==> config.mk <==
export PLATFORM = sky130hd
export DESIGN_NAME = mdu_ctrl_flat
export DESIGN_NICKNAME = d
export VERILOG_FILES = /design/src/rtl/mdu_ctrl_pkg.sv /design/src/rtl/mdu_ctrl_if.sv /design/src/rtl/mdu_ctrl_cnt.sv /design/src/rtl/mdu_ctrl.sv /design/src/flat_wrapper.sv
export SDC_FILE = /design/constraint.sdc
export NUM_CORES = 1
export LEC_CHECK = 0
export CORE_AREA = 3 3 40 42
export DETAILED_ROUTE_END_ITERATION = 10
export DIE_AREA = 0 0 43 45
export PLACE_DENSITY = 0.73
export REMOVE_ABC_BUFFERS = 1
export SETUP_SLACK_MARGIN = 0.02
export SYNTH_ARGS = -nofsm -noshare
export SYNTH_HDL_FRONTEND = slang
export SYNTH_HIERARCHICAL = 1
export SYNTH_SLANG_ARGS = --single-unit
==> constraint.sdc <==
create_clock -name clk -period 1.8 [get_ports clk]
set_clock_uncertainty 0.05 [all_clocks]
set_input_delay 0.36 -clock clk [delete_from_list [all_inputs] [get_ports clk]]
set_output_delay 0.36 -clock clk [all_outputs]
set_load 0.01 [all_outputs]
==> src/rtl/mdu_ctrl_pkg.sv <==
// Shared MDU definitions: op encodings, default latencies, controller state type.
package mdu_ctrl_pkg;

    typedef enum logic [2:0] {
        OP_NONE  = 3'd0,
        OP_MULT  = 3'd1,
        OP_MULTU = 3'd2,
        OP_DIV   = 3'd3,
        OP_DIVU  = 3'd4,
        OP_MTHI  = 3'd5,
        OP_MTLO  = 3'd6,
        OP_RSVD  = 3'd7
    } mdu_op_t;

    typedef enum logic {
        ST_IDLE = 1'b0,
        ST_RUN  = 1'b1
    } mdu_state_t;

    localparam int unsigned CNT_W       = 4;
    localparam int unsigned MUL_LAT_DEF = 5;
    localparam int unsigned DIV_LAT_DEF = 10;

    // Ops that occupy the MDU for a full multi-cycle latency.
    function automatic logic is_start_op(input logic [2:0] op);
        return (op == OP_MULT) || (op == OP_MULTU) || (op == OP_DIV) || (op == OP_DIVU);
    endfunction

    function automatic logic is_issue_op(input logic [2:0] op);
        return is_start_op(op) || (op == OP_MTHI) || (op == OP_MTLO);
    endfunction

    function automatic logic is_mul_op(input logic [2:0] op);
        return (op == OP_MULT) || (op == OP_MULTU);
    endfunction

endpackage

==> src/rtl/mdu_ctrl_if.sv <==
// Pipeline <-> MDU controller handshake bundle.
interface mdu_ctrl_if;
    logic       req;
    logic       e_valid;
    logic [2:0] e_op;
    logic       d_hilo_use;
    logic       mdu_busy;
    logic       mdu_start;
    logic [2:0] mdu_op;
    logic       stall_d;
    logic       ctrl_busy;
    logic       mismatch;

    modport master (
        output req, e_valid, e_op, d_hilo_use, mdu_busy,
        input  mdu_start, mdu_op, stall_d, ctrl_busy, mismatch
    );

    modport slave (
        input  req, e_valid, e_op, d_hilo_use, mdu_busy,
        output mdu_start, mdu_op, stall_d, ctrl_busy, mismatch
    );
endinterface

==> src/rtl/mdu_ctrl_cnt.sv <==
// Loadable down-counter with hold; term flags the last counted cycle (cnt==1).
module mdu_ctrl_cnt #(
    parameter int unsigned W = 4
) (
    input  logic         clk,
    input  logic         reset,
    input  logic         load,
    input  logic         hold,
    input  logic [W-1:0] load_val,
    output logic         term
);
    logic [W-1:0] cnt;

    always_ff @(posedge clk) begin
        if (reset)
            cnt <= '0;
        else if (load)
            cnt <= load_val;
        else if (!hold && (cnt != '0))
            cnt <= cnt - 1'b1;
    end

    assign term = (cnt == W'(1));
endmodule

==> src/rtl/mdu_ctrl.sv <==
// MDU issue/stall controller: tracks the multi-cycle MDU op and flags busy disagreement.
module mdu_ctrl
    import mdu_ctrl_pkg::*;
#(
    parameter int unsigned MUL_LAT = MUL_LAT_DEF,
    parameter int unsigned DIV_LAT = DIV_LAT_DEF
) (
    input logic       clk,
    input logic       reset,
    mdu_ctrl_if.slave bus
);
    mdu_state_t state, state_nxt;
    logic       issue, start_go, term, cnt_hold, mismatch_q;
    logic [CNT_W-1:0] lat_val;

    assign issue    = (state == ST_IDLE) && bus.e_valid && !bus.req && is_issue_op(bus.e_op);
    assign start_go = issue && is_start_op(bus.e_op);
    assign lat_val  = is_mul_op(bus.e_op) ? CNT_W'(MUL_LAT) : CNT_W'(DIV_LAT);
    // Counter only runs in RUN; req freezes it together with the MDU datapath.
    assign cnt_hold = bus.req || (state != ST_RUN);

    mdu_ctrl_cnt #(.W(CNT_W)) u_cnt (
        .clk      (clk),
        .reset    (reset),
        .load     (start_go),
        .hold     (cnt_hold),
        .load_val (lat_val),
        .term     (term)
    );

    always_ff @(posedge clk) begin
        if (reset)
            state <= ST_IDLE;
        else
            state <= state_nxt;
    end

    always_comb begin
        state_nxt = state;
        case (state)
            ST_IDLE: if (start_go) state_nxt = ST_RUN;
            ST_RUN:  if (!bus.req && term) state_nxt = ST_IDLE;
            default: state_nxt = ST_IDLE;
        endcase
    end

    always_comb begin
        bus.mdu_start = 1'b0;
        bus.mdu_op    = OP_NONE;
        bus.stall_d   = 1'b0;
        if (!reset) begin
            bus.mdu_start = start_go;
            if (issue)
                bus.mdu_op = bus.e_op;
            bus.stall_d = bus.d_hilo_use && ((state == ST_RUN) || start_go);
        end
    end

    always_ff @(posedge clk) begin
        if (reset)
            mismatch_q <= 1'b0;
        else if (bus.mdu_busy != (state == ST_RUN))
            mismatch_q <= 1'b1;
    end

    assign bus.ctrl_busy = (state == ST_RUN);
    assign bus.mismatch  = mismatch_q;
endmodule

==> src/flat_wrapper.sv <==
// flat-port wrapper written by rule: the top's interface ports become plain ports
module mdu_ctrl_flat import mdu_ctrl_pkg::*;
#(
    parameter int unsigned MUL_LAT = MUL_LAT_DEF,
    parameter int unsigned DIV_LAT = DIV_LAT_DEF
)
  (clk, reset, bus_req, bus_e_valid, bus_e_op, bus_d_hilo_use, bus_mdu_busy, bus_mdu_start, bus_mdu_op, bus_stall_d, bus_ctrl_busy, bus_mismatch);
  mdu_ctrl_if bus_i ();
  input logic clk;
  input logic reset;
  input wire logic [$bits(bus_i.req)-1:0] bus_req;
  input wire logic [$bits(bus_i.e_valid)-1:0] bus_e_valid;
  input wire logic [$bits(bus_i.e_op)-1:0] bus_e_op;
  input wire logic [$bits(bus_i.d_hilo_use)-1:0] bus_d_hilo_use;
  input wire logic [$bits(bus_i.mdu_busy)-1:0] bus_mdu_busy;
  output wire logic [$bits(bus_i.mdu_start)-1:0] bus_mdu_start;
  output wire logic [$bits(bus_i.mdu_op)-1:0] bus_mdu_op;
  output wire logic [$bits(bus_i.stall_d)-1:0] bus_stall_d;
  output wire logic [$bits(bus_i.ctrl_busy)-1:0] bus_ctrl_busy;
  output wire logic [$bits(bus_i.mismatch)-1:0] bus_mismatch;
  assign bus_i.req = bus_req;
  assign bus_i.e_valid = bus_e_valid;
  assign bus_i.e_op = bus_e_op;
  assign bus_i.d_hilo_use = bus_d_hilo_use;
  assign bus_i.mdu_busy = bus_mdu_busy;
  assign bus_mdu_start = bus_i.mdu_start;
  assign bus_mdu_op = bus_i.mdu_op;
  assign bus_stall_d = bus_i.stall_d;
  assign bus_ctrl_busy = bus_i.ctrl_busy;
  assign bus_mismatch = bus_i.mismatch;
  mdu_ctrl #(.MUL_LAT(MUL_LAT), .DIV_LAT(DIV_LAT)) u_core (.clk(clk), .reset(reset), .bus(bus_i));
endmodule
Fig. 1: routing congestion
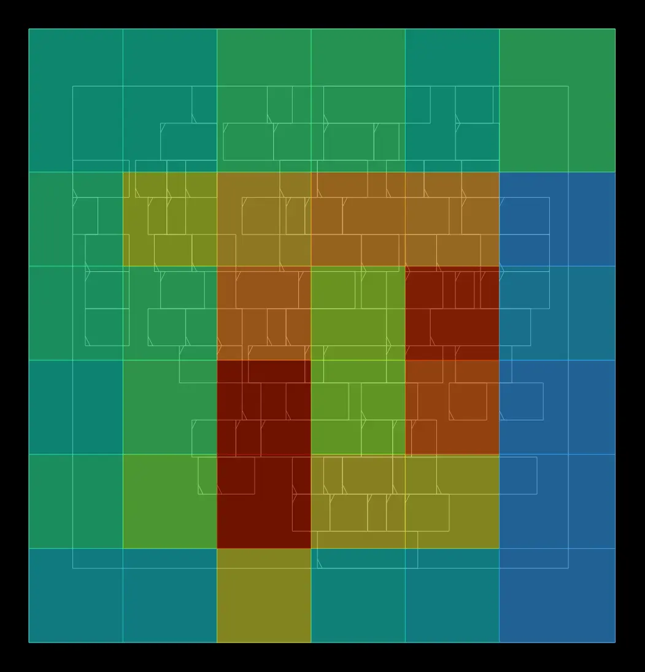
overall fraction of global-route tracks in use: 15.2%
final core area utilization: 57.2%

Fig. 2: cell classes on the final placement
Fill, decap, tap and diode cells in grey.
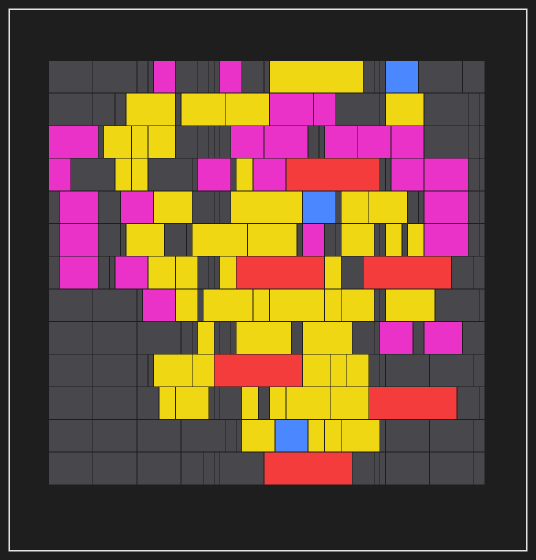
- cells driving clock nets: blue (cells 3; share of their area 3.1%)
- all other logic: yellow (cells 50; share of their area 51%)
- other buffers and delay cells: magenta (cells 26; share of their area 28%)
- flip-flops: red (cells 6; share of their area 17%)
row count: 13
area inside the core boundary: 1280 um^2
finished layout cell area: 734 um^2
share of cell area taken by flip-flops and latches: 16.5%

Fig. 3: met1 routing
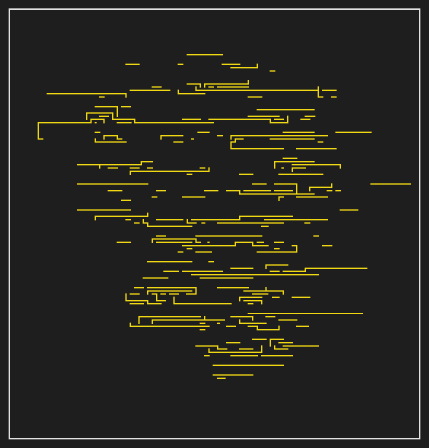
- longest straight run: 13.3 um
- share of all routed wire: 40%
overall routed net length: 1290 um
GR Util met1: 15.2%
overall via count from detail_route: 545

Fig. 4: clock distribution
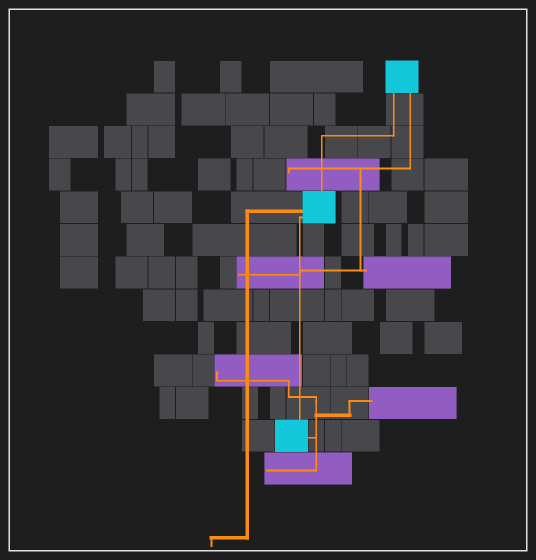
- flip-flops: purple (count 6)
- cells driving clock nets: cyan (count 3)
- clock wires: orange (length 137 um)
- routed clock nets: 4
clk pwr: 0.132 mW
Clock Latency Late Sink: 0.25 ns
clock group share of total power: 31.3%

==> impl_summary.log <==
[flow] final metrics
INFO  metric arrival = roughly 1.4 ns
INFO  metric critical_path_buf_inv_count = 1
INFO  metric final-instance-count-excl-fill = 100
INFO  metric power_frac_seq = 36.1%
INFO  metric r2r_start = u_core/u_cnt/cnt[0]$_SDFFE_PP0P_
INFO  metric flow.area_growth_from_synthesis = 63.5%
INFO  metric global_route.overflow_total = 0
INFO  metric flops = 6
INFO  metric synthAdderAreaFrac = approximately 5.6%
INFO  metric antenna_left = 0
INFO  metric synth_chip_area = around 450 um^2
INFO  metric clock-sinks = 6
INFO  metric top_layer_used = met4
INFO  metric finalSetupViolations = 2
INFO  metric drv.max_cap_violation_count = 0
INFO  metric wl_met1 = 520 um
INFO  metric peakVddDrop = 0.193 mV
INFO  metric cts-hold-fix-buffers = 0
INFO  metric cts_made_buffers = 3
INFO  metric drc_violation_count_after_routing = 0
INFO  metric top_level_pins = 16
INFO  metric cts-resized-gates = 36
INFO  metric min_path_cells = 2
INFO  metric finalWorstSetupSlack = -0.00612 ns
INFO  metric cp_max_fo = 3
INFO  metric total_of_fill_cells_in_the_finished_design = 122
INFO  metric min_to = u_core/bus.mismatch$_SDFFE_PP0P_
INFO  metric worst_pin_slew = 0.316 ns
INFO  metric met2WireLength = 647 um
INFO  metric status = complete, but fails checks
INFO  metric cts_max_level = 1
INFO  metric cts-root-buf = clkbuf_4
INFO  metric power.combinational.fraction = 32.6%
INFO  metric failed_checks = setup timing
INFO  metric ff_latch_area = 121 um^2
Power and IR drop assume default switching activity.
